## src/rtl/frog_game_core.sv

```systemverilog
// Game-state core for a frog-dodges-falling-objects game: player motion, obstacle
// fall/respawn, collision latch, lives/score bookkeeping and the IDLE/PLAY/DYING/OVER FSM.
module frog_game_core #(
  parameter int                CORDW      = 16,
  parameter int                OBJ_CNT    = 5,
  parameter int                LFSR_W     = 9,
  parameter logic [LFSR_W-1:0] LFSR_TAPS  = 9'b101110010,
  parameter int                H_RES      = 640,
  parameter int                SPR_DRAWW  = 64,
  parameter int                GROUND_Y   = 245,
  parameter int                APEX_Y     = 180,
  parameter int                FALL_Y     = 230,
  parameter int                RESPAWN_Y  = -300,
  parameter int                FROG_X0    = 120,
  parameter int                SPX        = 2,
  parameter int                OBJ_SPY    = 2,
  parameter int                OBJ_X0     = 158,
  parameter int                OBJ_XSTEP  = 64,
  parameter int                OBJ_Y0     = -200,
  parameter int                OBJ_YSTEP  = 50,
  parameter int                LIVES      = 3,
  parameter int                DIE_FRAMES = 60
) (
  input  logic                       clk_pix,
  input  logic                       rst_pix,
  input  logic                       frame,
  input  logic                       de,
  input  logic                       frog_pix,
  input  logic [OBJ_CNT-1:0]         obj_pix,
  input  logic                       btn_left,
  input  logic                       btn_right,
  input  logic                       btn_up,
  input  logic                       btn_start,
  output logic signed [CORDW-1:0]    frog_x,
  output logic signed [CORDW-1:0]    frog_y,
  output logic [OBJ_CNT*CORDW-1:0]   obj_x,
  output logic [OBJ_CNT*CORDW-1:0]   obj_y,
  output logic [15:0]                score,
  output logic [3:0]                 lives,
  output logic [1:0]                 state,
  output logic                       hit_pulse
);

  typedef enum logic [1:0] {IDLE = 2'd0, PLAY = 2'd1, DYING = 2'd2, OVER = 2'd3} state_t;

  localparam int DW = $clog2(DIE_FRAMES + 1);
  localparam logic signed [CORDW-1:0] GROUND_C = CORDW'(GROUND_Y);
  localparam logic signed [CORDW-1:0] APEX_C   = CORDW'(APEX_Y);
  localparam logic signed [CORDW-1:0] FALL_C   = CORDW'(FALL_Y);
  localparam logic signed [CORDW-1:0] RESP_C   = CORDW'(RESPAWN_Y);
  localparam logic signed [CORDW-1:0] FROG_X_C = CORDW'(FROG_X0);
  localparam logic signed [CORDW-1:0] X_MIN_C  = CORDW'(-SPR_DRAWW);
  localparam logic signed [CORDW-1:0] X_MAX_C  = CORDW'(H_RES);
  localparam logic signed [CORDW-1:0] SPX_C    = CORDW'(SPX);
  localparam logic signed [CORDW-1:0] SPY_C    = CORDW'(OBJ_SPY);
  localparam logic signed [CORDW-1:0] JUMP_C   = CORDW'(2);
  localparam logic signed [CORDW-1:0] SINK_C   = CORDW'(1);
  localparam logic [3:0]              LIVES_C  = 4'(LIVES);

  function automatic logic signed [CORDW-1:0] start_ox(input int i);
    return CORDW'(OBJ_X0 + i * OBJ_XSTEP);
  endfunction

  function automatic logic signed [CORDW-1:0] start_oy(input int i);
    return CORDW'(OBJ_Y0 - i * OBJ_YSTEP);
  endfunction

  state_t                   st;
  logic [LFSR_W-1:0]        lfsr, lfsr_nxt;
  logic                     hit_latch, hit_now, hit_any;
  logic                     jump, jump_nxt;
  logic [DW-1:0]            die_cnt;
  logic                     die_last, load_start, play_step, die_step;
  logic signed [CORDW-1:0]  ox [OBJ_CNT];
  logic signed [CORDW-1:0]  oy [OBJ_CNT];
  logic [OBJ_CNT-1:0]       respawn;
  logic [4:0]               resp_cnt;
  logic [16:0]              score_sum;
  logic [15:0]              score_nxt;
  logic signed [CORDW-1:0]  fx_nxt, fy_nxt;

  assign state = st;

  for (genvar g = 0; g < OBJ_CNT; g++) begin : g_flat
    assign obj_x[g*CORDW +: CORDW] = ox[g];
    assign obj_y[g*CORDW +: CORDW] = oy[g];
  end

  // NOTE: every variable gets a default at the top of always_comb so no path leaves it unassigned (no latch).
  always_comb begin
    lfsr_nxt = {1'b0, lfsr[LFSR_W-1:1]} ^ (lfsr[0] ? LFSR_TAPS : '0);
    hit_now  = frog_pix && (|obj_pix);
    hit_any  = hit_latch || hit_now;
    die_last = (die_cnt == DW'(DIE_FRAMES - 1));
    play_step  = frame && (st == PLAY) && !hit_any;
    die_step   = frame && (st == DYING) && !die_last;
    load_start = frame && (((st == IDLE) && btn_start) ||
                           ((st == DYING) && die_last && (lives != '0)));

    respawn  = '0;
    resp_cnt = '0;
    for (int i = 0; i < OBJ_CNT; i++) begin
      respawn[i] = (oy[i] > FALL_C);
      resp_cnt   = resp_cnt + 5'(respawn[i]);
    end
    score_sum = {1'b0, score} + 17'(resp_cnt);
    score_nxt = score_sum[16] ? 16'hFFFF : score_sum[15:0];

    // Screen wrap has priority over the buttons; right wins over left.
    fx_nxt = frog_x;
    if (frog_x < X_MIN_C)       fx_nxt = X_MAX_C;
    else if (frog_x > X_MAX_C)  fx_nxt = X_MIN_C;
    else if (btn_right)         fx_nxt = frog_x + SPX_C;
    else if (btn_left)          fx_nxt = frog_x - SPX_C;

    jump_nxt = (jump && !(frog_y < APEX_C)) || (btn_up && (frog_y == GROUND_C));
    if (jump_nxt)               fy_nxt = frog_y - JUMP_C;
    else if (frog_y < GROUND_C) fy_nxt = frog_y + SINK_C;
    else                        fy_nxt = GROUND_C;
  end

  always_ff @(posedge clk_pix or posedge rst_pix) begin
    if (rst_pix) begin
      st        <= IDLE;
      score     <= '0;
      lives     <= LIVES_C;
      hit_pulse <= 1'b0;
      hit_latch <= 1'b0;
      jump      <= 1'b0;
      die_cnt   <= '0;
      lfsr      <= '1;
      frog_x    <= FROG_X_C;
      frog_y    <= GROUND_C;
      // NOTE: object positions are a handful of flops, not a RAM, so they take the async reset too.
      for (int i = 0; i < OBJ_CNT; i++) begin
        ox[i] <= start_ox(i);
        oy[i] <= start_oy(i);
      end
    end else begin
      hit_pulse <= 1'b0;
      if (de) lfsr <= lfsr_nxt;
      if ((st == PLAY) && hit_now) hit_latch <= 1'b1;

      if (frame) begin
        case (st)
          IDLE: if (btn_start) begin
            st    <= PLAY;
            score <= '0;
            lives <= LIVES_C;
          end
          PLAY: if (hit_any) begin
            st        <= DYING;
            lives     <= (lives != '0) ? lives - 4'd1 : '0;
            hit_pulse <= 1'b1;
            hit_latch <= 1'b0;
            die_cnt   <= '0;
          end else begin
            score <= score_nxt;
          end
          DYING: if (die_last) begin
            die_cnt <= '0;
            st      <= (lives == '0) ? OVER : PLAY;
          end else begin
            die_cnt <= die_cnt + DW'(1);
          end
          OVER: if (btn_start) st <= IDLE;
          default: st <= IDLE;
        endcase
      end

      if (load_start) begin
        frog_x <= FROG_X_C;
        frog_y <= GROUND_C;
        jump   <= 1'b0;
        for (int i = 0; i < OBJ_CNT; i++) begin
          ox[i] <= start_ox(i);
          oy[i] <= start_oy(i);
        end
      end else if (play_step) begin
        frog_x <= fx_nxt;
        frog_y <= fy_nxt;
        jump   <= jump_nxt;
        for (int i = 0; i < OBJ_CNT; i++) begin
          if (respawn[i]) begin
            oy[i] <= RESP_C;
            ox[i] <= CORDW'(lfsr);
          end else begin
            oy[i] <= oy[i] + SPY_C;
          end
        end
      end else if (die_step) begin
        frog_y <= frog_y + SINK_C;
      end
    end
  end

endmodule

```

## config.mk

```make
export PLATFORM = sky130hd
export DESIGN_NAME = frog_game_core
export DESIGN_NICKNAME = d
export VERILOG_FILES = /design/src/rtl/frog_game_core.sv
export SDC_FILE = /design/constraint.sdc
export NUM_CORES = 1
export LEC_CHECK = 0
export CAP_MARGIN = 20
export CORE_MARGIN = 8
export CORE_UTILIZATION = 25
export DETAILED_ROUTE_END_ITERATION = 10
export HOLD_SLACK_MARGIN = 0.02
export PLACE_DENSITY = 0.44
export SLEW_MARGIN = 5
export SYNTH_ARGS = -nofsm -noshare
export SYNTH_HDL_FRONTEND = slang
export SYNTH_SLANG_ARGS = --single-unit
```

## constraint.sdc

```tcl
create_clock -name clk_pix -period 10.3 [get_ports clk_pix]
set_input_delay 1.545 -clock clk_pix [delete_from_list [all_inputs] [get_ports clk_pix]]
set_output_delay 1.545 -clock clk_pix [all_outputs]
set_load 0.02 [all_outputs]
```

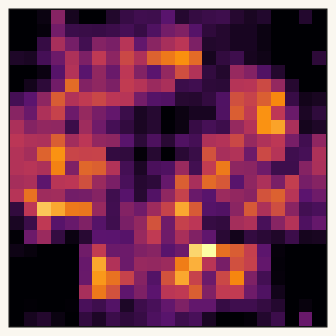
(wire density map)
23 x 23 tiles, from black (low) to pale yellow (high), scaled to the fullest tile. Values are wire area over tile area, all layers added.
The densest ninth of the die: left middle. 16% of the tiles are over half the peak. The mean over all tiles is 0.12. 16% of the tiles are nearly empty.

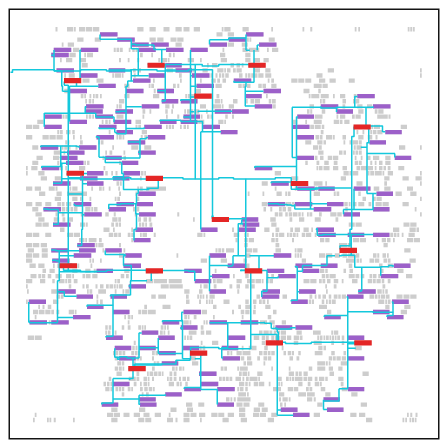
(routed clock nets over the placement)
clock-net drivers: shown in red, count 17. clock wires: shown in cyan, length 3,280 um. flip-flops: shown in purple, count 191.
Position of the flops: all over the die.
worst-case clock skew: 15.3 ps
share of power burned in the clock network: 25.1%
Late-Pin Clk Latency: 490 ps
power attributed to the clock group: 0.730 mW

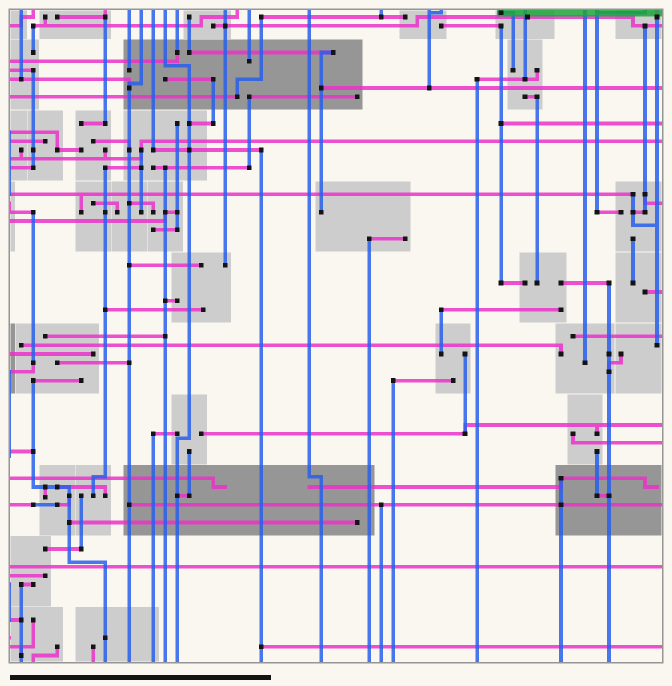
(zoomed window)
The bar under the picture is 10 um long. Region (101, 55) to (126, 80) um. Cells in gray, sequential cells in the stronger gray; small squares are vias.
M3: shown in green. M1: shown in magenta. M2: shown in blue.
Netlist names of flops here include obj_y (2). 25 logic cells have their middle in the window. Sequential cells in the window: 2. Most frequent: nor2_1 (6), nand2_1 (5).

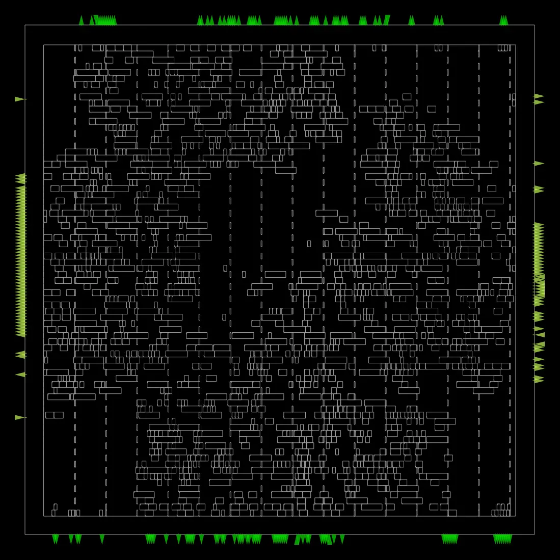
(cell placement)
final core occ: 32.0%
core footprint: 0.0439 mm2

==> COMMIT_EDITMSG <==
Add synthesis and place-and-route results

- The run finished with clean final reports.
* Seq Cell Count: 191
- ANT nets after route: 0
- Die Height: 226 um
- Non-clock inverter instance count of the final layout: 29
* Sink Count: 191
- After the first detailed-routing iteration, the DRC count stood at 662.
- The Yosys step of the flow raised 0 warnings.
* Library cell contributing the largest single delay on the critical path: nor2_1
- According to the I/O placement log, the pin count is 229.
* Post-synth top flop: dfstp_2
- Cell area after synthesis: 0.0111 mm2
* Xor/xnor cell area share of the yosys netlist: 5.22%
- Total number of H-tree levels: 4
- Across all stage logs, warnings added up to 31.
- The path class of the tightest hold or removal check is reg2reg.
- The post-route report lists met1 wire length as 17,600 um.
- In this run, synthesis inferred 0 flip-flops with an integrated enable.
- Count of buffer and inverter cells on the critical path: 0
* Yosys simple share: 23.3%
- Yosys reports that the most numerous cell types are nand2_1, nor2_1, dfstp_2.
- For this run, the total global-route usage over all layers was measured as 15.0%.
- Total die size: 0.0513 mm2
- # Post-CTS Setup Buffers: 0
* Storage cell area: 0.00491 mm2
- Endpoint type of the worst setup path: flop
- In the Yosys report the total cell count is 1,256.
- Yosys top cell by area: dfstp_2
- RSZ-0062 raised after global routing: no
- Across the placement rows, the number of tap cells is 592.
* Clock Pin Slew Worst Setup and Hold Paths: 80 ps
- The repair_antennas step left the layout with diodes totalling 0.
- The flow reports power dissipated in combinational cells as 1.04 mW.
- The report puts the hold buffer count at CTS at 0.
- Wire length of the first global-routing pass: 59,300 um
- Reg-to-Reg Start: obj_y[35]
- Switching power summed over all nets: 1.19 mW
- The data required time reported for the critical path is 10,710 ps.
- Routing resource usage on met1 recorded by global route was 20.0%.
- Slowest Stage Delay on Critical Path: 630 ps
- The via count of the first global-routing pass is 9,583.
- For the worst flop-to-flop path, the logic depth is 12.
* Power in sequential cells: 1.14 mW
- The worst hold path was traced through 2 stages.
* Actual slew at the worst max-slew pin: 1020 ps
* Worst ir drop on vdd: 0.114 mV
* Largest net degree at the start of global routing: 118
- Average footprint of a synthesized cell: 8.81 um2
- Per the GRT log, the top usage layer is met2.
- Sequential element share of the synthesized area: 44.3%
* Area added between synthesis and finish: 26.9%
* Worst setup path start: obj_y[35]
- Measured on the final layout, the clock distribution area share stands at 4.40%.
* Number of flip-flops and latches in the synthesized netlist: 191
* Pins over their slew limit: 0
- Met2 demand-to-capacity share in global routing: 23.8%
- Critical path class: reg2reg
- For the final routed database, the setup TNS stands at 0 ps.
* Fill cell count: 4,641
- The run reported a max-capacitance violation count of 0.
Power and IR drop assume default switching activity.
